--- src/rtl/ram_loader.sv ---
// Framed program loader: SYNC, LEN, LEN data bytes, CSUM -> RAM write, readback verify.
// Optional inter-byte timeout is built when LOADER_TIMEOUT_EN is defined.
module ram_loader #(
  parameter int ADDR_WIDTH     = 4,
  parameter int DATA_WIDTH     = 8,
  parameter int RAM_DEPTH      = 16,
  parameter logic [DATA_WIDTH-1:0] SYNC_BYTE = 8'hA5,
  parameter int TIMEOUT_CYCLES = 1000000
) (
  input  logic                  clk,
  input  logic                  reset,
  input  logic [DATA_WIDTH-1:0] rx_data,
  input  logic                  rx_valid,
  output logic                  rx_ready,
  output logic                  ram_we,
  output logic [ADDR_WIDTH-1:0] ram_address,
  output logic [DATA_WIDTH-1:0] ram_wdata,
  input  logic [DATA_WIDTH-1:0] ram_rdata,
  output logic                  cpu_halt,
  output logic                  load_busy,
  output logic                  load_done,
  output logic                  load_error,
  output logic [1:0]            error_code
);

  localparam int CW = ADDR_WIDTH + 1;
  localparam logic [DATA_WIDTH-1:0] DEPTH_D = DATA_WIDTH'(RAM_DEPTH);

  localparam logic [2:0] S_IDLE   = 3'd0;
  localparam logic [2:0] S_LEN    = 3'd1;
  localparam logic [2:0] S_DATA   = 3'd2;
  localparam logic [2:0] S_CSUM   = 3'd3;
  localparam logic [2:0] S_VERIFY = 3'd4;
  localparam logic [2:0] S_CHECK  = 3'd5;
  localparam logic [2:0] S_DONE   = 3'd6;
  localparam logic [2:0] S_ERROR  = 3'd7;

  logic [2:0]            state_q, state_d;
  logic [CW-1:0]         len_q, len_d, idx_q, idx_d;
  logic [DATA_WIDTH-1:0] sum_q, sum_d, csum_q, csum_d, rsum_q, rsum_d;
  logic                  rd_pend_q, rd_pend_d;
  logic                  we_q, we_d;
  logic [ADDR_WIDTH-1:0] addr_q, addr_d;
  logic [DATA_WIDTH-1:0] wdata_q, wdata_d;
  logic                  halt_q, halt_d, busy_q, busy_d, done_q, done_d, err_q, err_d;
  logic [1:0]            code_q, code_d;
  logic                  accept;
  logic [CW-1:0]         idx_inc;
  logic [DATA_WIDTH-1:0] rsum_fin;

  assign rx_ready = (state_q != S_VERIFY) && (state_q != S_CHECK);
  assign accept   = rx_valid && rx_ready;
  assign idx_inc  = idx_q + CW'(1);
  assign rsum_fin = rsum_q + ram_rdata;

`ifdef LOADER_TIMEOUT_EN
  logic [31:0] tmo_q, tmo_d;
  logic        counting, timeout;

  // Only waiting-for-byte states count; any accepted byte restarts the window.
  assign counting = (state_q == S_LEN) || (state_q == S_DATA) || (state_q == S_CSUM);
  assign timeout  = counting && !accept && ((tmo_q + 32'd1) == 32'(TIMEOUT_CYCLES));
  assign tmo_d    = (counting && !accept) ? tmo_q + 32'd1 : 32'd0;

  always_ff @(posedge clk) begin
    if (reset) tmo_q <= '0;
    else       tmo_q <= tmo_d;
  end
`endif

  always_comb begin
    state_d   = state_q;
    len_d     = len_q;
    idx_d     = idx_q;
    sum_d     = sum_q;
    csum_d    = csum_q;
    rsum_d    = rsum_q;
    rd_pend_d = 1'b0;
    we_d      = 1'b0;
    addr_d    = addr_q;
    wdata_d   = wdata_q;
    halt_d    = halt_q;
    busy_d    = busy_q;
    done_d    = done_q;
    err_d     = err_q;
    code_d    = code_q;

    case (state_q)
      S_IDLE, S_DONE, S_ERROR: begin
        if (accept && rx_data == SYNC_BYTE) begin
          state_d = S_LEN;
          done_d  = 1'b0;
          err_d   = 1'b0;
          code_d  = 2'b00;
          halt_d  = 1'b1;
          busy_d  = 1'b1;
        end
      end
      S_LEN: begin
        if (accept) begin
          if (rx_data == '0 || rx_data > DEPTH_D) begin
            state_d = S_ERROR;
            err_d   = 1'b1;
            busy_d  = 1'b0;
            code_d  = 2'b01;
          end else begin
            state_d = S_DATA;
            len_d   = rx_data[CW-1:0];
            idx_d   = '0;
            sum_d   = '0;
          end
        end
      end
      S_DATA: begin
        if (accept) begin
          we_d    = 1'b1;
          addr_d  = idx_q[ADDR_WIDTH-1:0];
          wdata_d = rx_data;
          sum_d   = sum_q + rx_data;
          idx_d   = idx_inc;
          if (idx_inc == len_q) state_d = S_CSUM;
        end
      end
      S_CSUM: begin
        if (accept) begin
          csum_d = rx_data;
          if (rx_data != sum_q) begin
            state_d = S_ERROR;
            err_d   = 1'b1;
            busy_d  = 1'b0;
            code_d  = 2'b10;
          end else begin
            state_d = S_VERIFY;
            idx_d   = '0;
            rsum_d  = '0;
            addr_d  = '0;
          end
        end
      end
      // addr_q holds the address being read; ram_rdata lags it by one cycle.
      S_VERIFY: begin
        rd_pend_d = 1'b1;
        if (rd_pend_q) rsum_d = rsum_fin;
        if (idx_inc == len_q) begin
          state_d = S_CHECK;
        end else begin
          idx_d  = idx_inc;
          addr_d = idx_inc[ADDR_WIDTH-1:0];
        end
      end
      S_CHECK: begin
        rsum_d = rsum_fin;
        busy_d = 1'b0;
        if (rsum_fin == csum_q) begin
          state_d = S_DONE;
          done_d  = 1'b1;
          halt_d  = 1'b0;
        end else begin
          state_d = S_ERROR;
          err_d   = 1'b1;
          code_d  = 2'b11;
        end
      end
      default: state_d = S_IDLE;
    endcase

`ifdef LOADER_TIMEOUT_EN
    if (timeout) begin
      state_d = S_ERROR;
      err_d   = 1'b1;
      busy_d  = 1'b0;
      code_d  = 2'b00;
      we_d    = 1'b0;
    end
`endif
  end

  always_ff @(posedge clk) begin
    if (reset) begin
      state_q   <= S_IDLE;
      len_q     <= '0;
      idx_q     <= '0;
      sum_q     <= '0;
      csum_q    <= '0;
      rsum_q    <= '0;
      rd_pend_q <= 1'b0;
      we_q      <= 1'b0;
      addr_q    <= '0;
      wdata_q   <= '0;
      halt_q    <= 1'b0;
      busy_q    <= 1'b0;
      done_q    <= 1'b0;
      err_q     <= 1'b0;
      code_q    <= 2'b00;
    end else begin
      state_q   <= state_d;
      len_q     <= len_d;
      idx_q     <= idx_d;
      sum_q     <= sum_d;
      csum_q    <= csum_d;
      rsum_q    <= rsum_d;
      rd_pend_q <= rd_pend_d;
      we_q      <= we_d;
      addr_q    <= addr_d;
      wdata_q   <= wdata_d;
      halt_q    <= halt_d;
      busy_q    <= busy_d;
      done_q    <= done_d;
      err_q     <= err_d;
      code_q    <= code_d;
    end
  end

  assign ram_we      = we_q;
  assign ram_address = addr_q;
  assign ram_wdata   = wdata_q;
  assign cpu_halt    = halt_q;
  assign load_busy   = busy_q;
  assign load_done   = done_q;
  assign load_error  = err_q;
  assign error_code  = code_q;

endmodule
--- config.mk ---
export PLATFORM = sky130hd
export DESIGN_NAME = ram_loader
export DESIGN_NICKNAME = d
export VERILOG_FILES = /design/src/rtl/ram_loader.sv
export SDC_FILE = /design/constraint.sdc
export NUM_CORES = 1
export LEC_CHECK = 0
export ABC_AREA = 1
export CAP_MARGIN = 0
export CORE_AREA = 2 2 81 115
export DETAILED_ROUTE_END_ITERATION = 8
export DIE_AREA = 0 0 83 117
export HOLD_SLACK_MARGIN = 0.05
export PLACE_DENSITY_LB_ADDON = 0.15
export SLEW_MARGIN = 20
export SYNTH_ARGS = -nofsm -noshare
export SYNTH_HDL_FRONTEND = slang
export SYNTH_SLANG_ARGS = --single-unit
--- constraint.sdc ---
create_clock -name clk -period 6.7 [get_ports clk]
set_input_delay 2.01 -clock clk [delete_from_list [all_inputs] [get_ports clk]]
set_output_delay 2.01 -clock clk [all_outputs]
set_load 0.01 [all_outputs]
==> run_1/cell_density.png <==
The die is cut into 8 by 12 equal tiles; black is low, pale yellow is high, 0 to 100% covered.
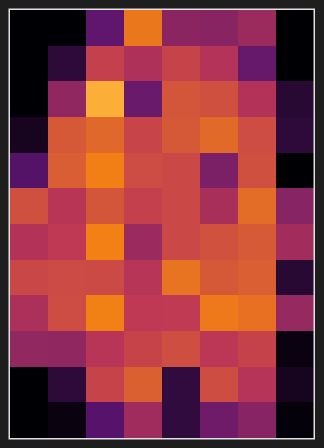
mean over tiles	41%
nearly empty tiles	10%
emptiest ninth of the die	north-west
tiles over 75% full	1.0%

==> run_1/congestion.png <==
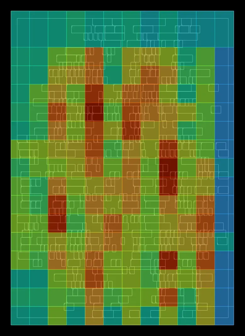
GRT Util Overall: 0.179
met3 GRT Util: 0.0281
grt met1 use: 0.200
GRT busiest layer: met2

==> run_1/placement_by_type.png <==
Bar = 20 um. Fill, decap, tap and diode cells in gray.
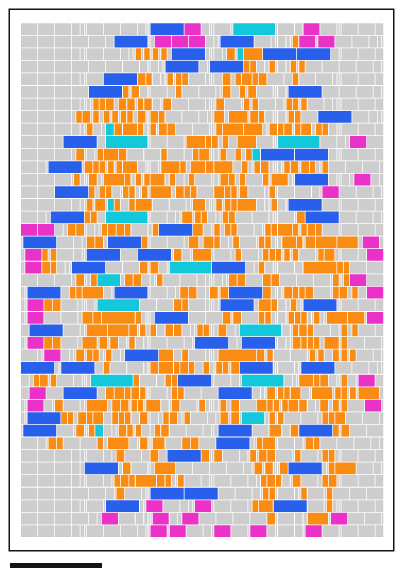
color	class	cells	share of their area
blue	flops	57	28%
magenta	other buffers and delay cells	38	9.5%
cyan	clock drivers and dummy loads	16	6.9%
orange	combinational and other logic	436	55%

==> impl_metrics.json, run 1 <==
{
  "nonClkBufAreaFrac": 0.0917,
  "avgViaCountPerCell": 4.93,
  "met2_usage": 0.331,
  "worst-setup-path-type": "input pin to flop",
  "netlist_logic_family_top": "simple AND/OR/NAND/NOR gates",
  "syn_nets": 540,
  "xor_area_frac": 0.0349,
  "holdWs_ns": 0.444,
  "grt_overflow_total": 0,
  "powerComb_w": 0.000480,
  "htreeDepth": 3,
  "most_common_cell": "nand2_1",
  "fin_crit_ns": 4.11,
  "layout_top_cell": "nand2_1",
  "yosys-stat-cells": 503,
  "finalPower_w": 0.00134,
  "postLayoutCoreUtil": 0.473,
  "comb_power_share": 0.359,
  "cp_slowest_cell": "fa_1",
  "synth-edff-count": 0,
  "crit_start": "ram_rdata[0]",
  "tightest_slew_ns": 0.972,
  "min_path_cells": 2,
  "worst-path-buf-inv": 3,
  "fill_cells": 897,
  "maxSlewHeadroom": 0.351,
  "grt_antenna_before_repair": 0,
  "clkCellAreaFrac": 0.0664,
  "cts.clk_slew.worst_paths_ns": 0.05,
  "synth-adder-area-share": 0.0705,
  "synth_seq_share": 0.335,
  "dp_slack_ns": 2.28,
  "ys_types": 36,
  "finalInstanceArea_um2": 4150,
  "nWellTaps": 107,
  "dp_hpwl_mm": 6.23,
  "post_cts_resized": 0,
  "core_area_um2": 8770,
  "wl_met2_mm": 4.23,
  "min_from": "cpu_halt",
  "yosys_area_um2": 3410,
  "top_layer": "met4",
  "grt_pass1_vias": 3143,
  "comb_area_um2": 1970,
  "status": "finished, final reports clean",
  "fin_setup_tns_ns": 0,
  "antenna_cells": 0,
  "rsz0062_at_grt": "false",
  "finalSetupViolations": 0,
  "yosysWarnings": 0,
  "wire_per_inst_um": 12.6,
  "synthSimpleGateAreaFrac": 0.321,
  "fin_skew_ns": 0.00551,
  "gp_congestion": 0.871,
  "port_buffers": 38,
  "drtIter0Drc": 150,
  "ioPinCount": 39,
  "pwr-share-seq": 0.325,
  "initial_utilization": 0.388,
  "clockPowerShare": 0.315,
  "pwr_density_cell_nw_per_um2": 322,
  "flop_area_um2": 1140,
  "dr.pass1.iters": 4,
  "finalHoldViolations": 0,
  "cts_setup_buffers": 0,
  "crit_family": "simple AND/OR/NAND/NOR gates",
  "switching_share": 0.359,
  "synthCells": 503,
  "endpoint": "load_error",
  "worstReg2RegEnd": "ram_address[3]",
  "cts-root-buf": "clkbuf_16",
  "min_to": "cpu_halt",
  "wl_mm": 8.25,
  "crit_path_max_incr_delay_ns": 0.51,
  "log.warning_count": 26,
  "clk_latency_ns": 0.33,
  "clock_path_buffers": 2,
  "ctsHoldBuffers": 0,
  "cp.required_ns": 6.92,
  "vias": 3224,
  "ff2ff_setup_slack_ns": 4.40,
  "layout.non_clock_inverters": 66,
  "avgSynthCellArea_um2": 6.77,
  "syn-cell-area_um2": 3410,
  "synth_area_leader_cell": "dfxtp_1",
  "ys_top_cells_by_count": "nand2_1, nor2_1, dfxtp_1",
  "worst_path_most_repeated_cell": "nor2_1",
  "min_path_type": "flop to flop",
  "max-vdd-ir-drop_mv": 0.162,
  "cts.sinks": 57,
  "p_sw_w": 0.000479,
  "cts_tree": "done",
  "leakage_nw": 1.79,
  "layout_setup_ws_ns": 2.59,
  "endpoint_kind": "flop",
  "area_leaders": "dfxtp_1, nand2_1, nor2_1",
  "r2r-start": "state_q[1]",
  "wl_met1_mm": 3.55,
  "route.met3.wl_um": 251,
  "n_all_buffers": 38,
  "p_int_w": 0.000857,
  "sh_comb_area": 0.475,
  "instances_no_fill": 654,
  "nMultiInputCombCells": 370,
  "layout_top_cells": "nand2_1, nor2_1, dfxtp_1",
  "path_cells": "clkdlybuf4s50_1 > ha_1 > inv_1 > fa_1 > xor2_1 > nand2_1 > nor2_1 > nand2_1 > nor2_1 > nand2_1 > nor2_1 > nand3_2 > nand2_2 > inv_2 > nor2_1 > nor2_1",
  "ff_type": "dfxtp_1",
  "power.group.top": "combinational logic",
  "timing.fmax_ghz": 0.243,
  "async_flop_share": 0,
  "yosys-mux-area-fraction": 0,
  "final_nets": 579,
  "cp_max_fo": 4,
  "r2r_cells": 10,
  "area_delta_synth_final_pct": 21.7,
  "grt_max_degree": 39,
  "fin_crit_sh": 0.614,
  "powerClk_w": 0.000421,
  "slew_violations": 0
}
==> run_1/wires.png <==
Bar = 20 um. Two of the layers only.
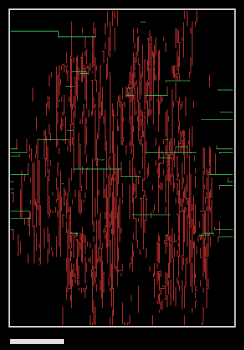

==> run 2: changes to the inputs <==
==> constraint.sdc (replaced) <==
create_clock -name clk -period 3.6 [get_ports clk]
set_input_delay 1.08 -clock clk [delete_from_list [all_inputs] [get_ports clk]]
set_output_delay 1.08 -clock clk [all_outputs]
set_load 0.01 [all_outputs]
==> run_2/wires.png <==
Bar = 20 um. Two of the layers only.
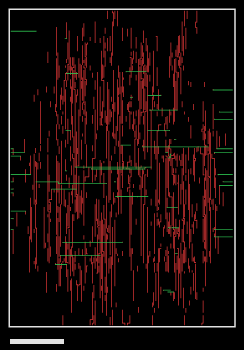
color	layer	wire length
green	metal 3	309 um
red	metal 2	4190 um

==> run_2/placement_by_type.png <==
Bar = 20 um. Fill, decap, tap and diode cells in gray.
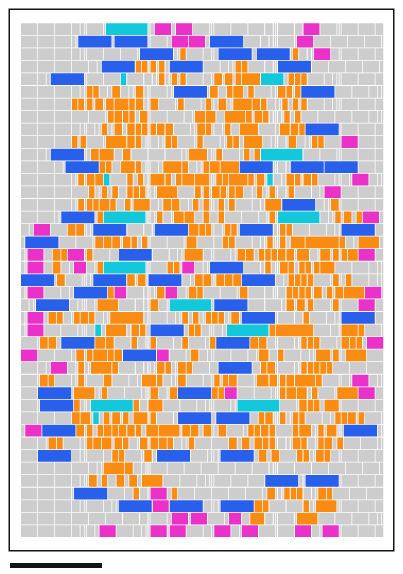
standard-cell rows: 41
Final Cell Area: 4180 um2

==> run 2 against run 1 <==
Against the previous run:
- clock skew increased by 0.0027 ns
- setup slack worse by 2.2 ns
- synthesized area is the same
- sequential share of layout area shrank 0.23 points
- flip-flop count unchanged
- via count grew 2.2%
- hold slack gained 0.00088 ns
- cell count is 0.92% higher
- highest routed layer unchanged
- largest cell class unchanged
- combinational power up 88%
==> impl_metrics.json, run 2 <==
{
  "grt_max_degree": 39,
  "syn-cell-area_um2": 3410,
  "numCtsBuffers": 9,
  "crit_family": "simple AND/OR/NAND/NOR gates",
  "yosys-stat-cells": 503,
  "yosys-mux-area-fraction": 0,
  "ioPinCount": 39,
  "synth_seq_share": 0.335,
  "vias": 3294,
  "wl_met2_mm": 4.19,
  "maxSlewHeadroom": 0.598,
  "ant_nets": 0,
  "tightest_slew_ns": 0.601,
  "synth_area_leader_cell": "dfxtp_1",
  "n_all_buffers": 45,
  "fin_crit_ns": 3.16,
  "min_path_cells": 2,
  "layout_top_cell": "nand2_1",
  "fin_setup_tns_ns": 0,
  "yosys_area_um2": 3410,
  "cts-root-buf": "clkbuf_16",
  "netlist_logic_family_top": "simple AND/OR/NAND/NOR gates",
  "r2r-start": "rsum_q[0]",
  "synthSimpleGateAreaFrac": 0.321,
  "instances_no_fill": 660,
  "nonClkBufAreaFrac": 0.104,
  "min_to": "cpu_halt",
  "min_from": "cpu_halt",
  "htreeDepth": 3,
  "most_common_cell": "nand2_1",
  "clkCellAreaFrac": 0.0616,
  "avgViaCountPerCell": 4.99,
  "busiest_layer": "met2",
  "r2r_cells": 15,
  "fin_skew_ns": 0.00824,
  "layout.non_clock_inverters": 66,
  "pwr-share-seq": 0.328,
  "powerClk_w": 0.000756,
  "gp_congestion": 0.877,
  "initial_utilization": 0.388,
  "grt_pass1_wl_mm": 14.6,
  "flop_area_um2": 1140,
  "wl_mm": 8.42,
  "seq_power_w": 0.000808,
  "async_flop_share": 0,
  "clock_path_buffers": 2,
  "fill_cells": 906,
  "timing.fmax_ghz": 0.316,
  "sh_comb_area": 0.471,
  "leakage_nw": 1.81,
  "endpoint": "error_code[0]",
  "route.met3.wl_um": 309,
  "ff2ff_setup_slack_ns": 1.32,
  "holdWs_ns": 0.445,
  "cts.sinks": 57,
  "drtIter0Drc": 149,
  "cp_slowest_cell": "fa_1",
  "nWellTaps": 107,
  "top_layer": "met4",
  "path_cells": "clkdlybuf4s50_1 > ha_1 > inv_1 > fa_1 > xor2_1 > nand2_1 > nor2_1 > nand2_1 > nor2_1 > nand2_1 > nor2_1 > nand3_2 > nand2_2 > inv_2 > nor2_1 > nor2_1",
  "area_delta_synth_final_pct": 22.7,
  "slew_violations": 0,
  "dp_slack_ns": 0.122,
  "comb_area_um2": 1970,
  "worst_path_most_repeated_cell": "nor2_1",
  "log.warning_count": 26,
  "core_area_um2": 8770,
  "nMultiInputCombCells": 370,
  "clk_latency_ns": 0.33,
  "largest_class": "combinational gates",
  "finalHoldViolations": 0,
  "finalPower_w": 0.00247,
  "cp.required_ns": 3.81,
  "cts_setup_buffers": 0,
  "grt_pass1_vias": 3314,
  "fin_crit_sh": 0.879,
  "dp_hpwl_mm": 6.31,
  "layout_top_cells": "nand2_1, nor2_1, dfxtp_1",
  "xor_area_frac": 0.0349,
  "avgSynthCellArea_um2": 6.77,
  "met3_usage": 0.0302,
  "grt_overflow_total": 0,
  "wire_per_inst_um": 12.8,
  "dr.pass1.iters": 4,
  "area_leaders": "dfxtp_1, nand2_1, nor2_1",
  "crit_path_max_incr_delay_ns": 0.51,
  "finalSetupViolations": 0,
  "wl_met1_mm": 3.61,
  "critical_path_arrival_ns": 3.38,
  "layout_setup_ws_ns": 0.435,
  "max-vdd-ir-drop_mv": 0.297,
  "yosysWarnings": 0,
  "cts_tree": "done",
  "comb_power_share": 0.366,
  "antenna_cells": 0,
  "endpoint_kind": "flop",
  "worstReg2RegEnd": "error_code[0]",
  "worst-setup-path-type": "input pin to flop",
  "port_buffers": 38,
  "synth-edff-count": 0,
  "cp_max_fo": 4,
  "die-width_um": 83,
  "rsz0062_at_grt": "false",
  "switching_share": 0.359,
  "pwr_density_cell_nw_per_um2": 590,
  "ctsHoldBuffers": 0,
  "cts.clk_slew.worst_paths_ns": 0.05,
  "final_nets": 586,
  "worst-path-buf-inv": 3,
  "crit_start": "ram_rdata[0]",
  "p_int_w": 0.00158,
  "ys_types": 36,
  "ys_top_cells_by_count": "nand2_1, nor2_1, dfxtp_1",
  "ff_type": "dfxtp_1",
  "synthCells": 503,
  "status": "finished, final reports clean",
  "post_cts_resized": 0,
  "syn_nets": 540,
  "min_path_type": "flop to flop",
  "die_area_um2": 9710,
  "grt_antenna_before_repair": 0,
  "synth-adder-area-share": 0.0705,
  "power.group.top": "combinational logic",
  "p_sw_w": 0.000885,
  "clockPowerShare": 0.306,
  "powerComb_w": 0.000903
}
==> run_2/congestion.png <==
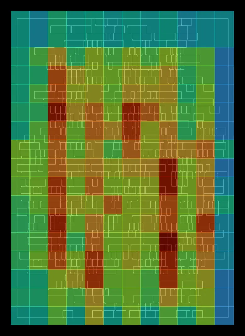
GRT Util Overall: 0.188
fin util: 0.477
grt met1 use: 0.201
grt met2 use: 0.348

Power and IR drop assume default switching activity.
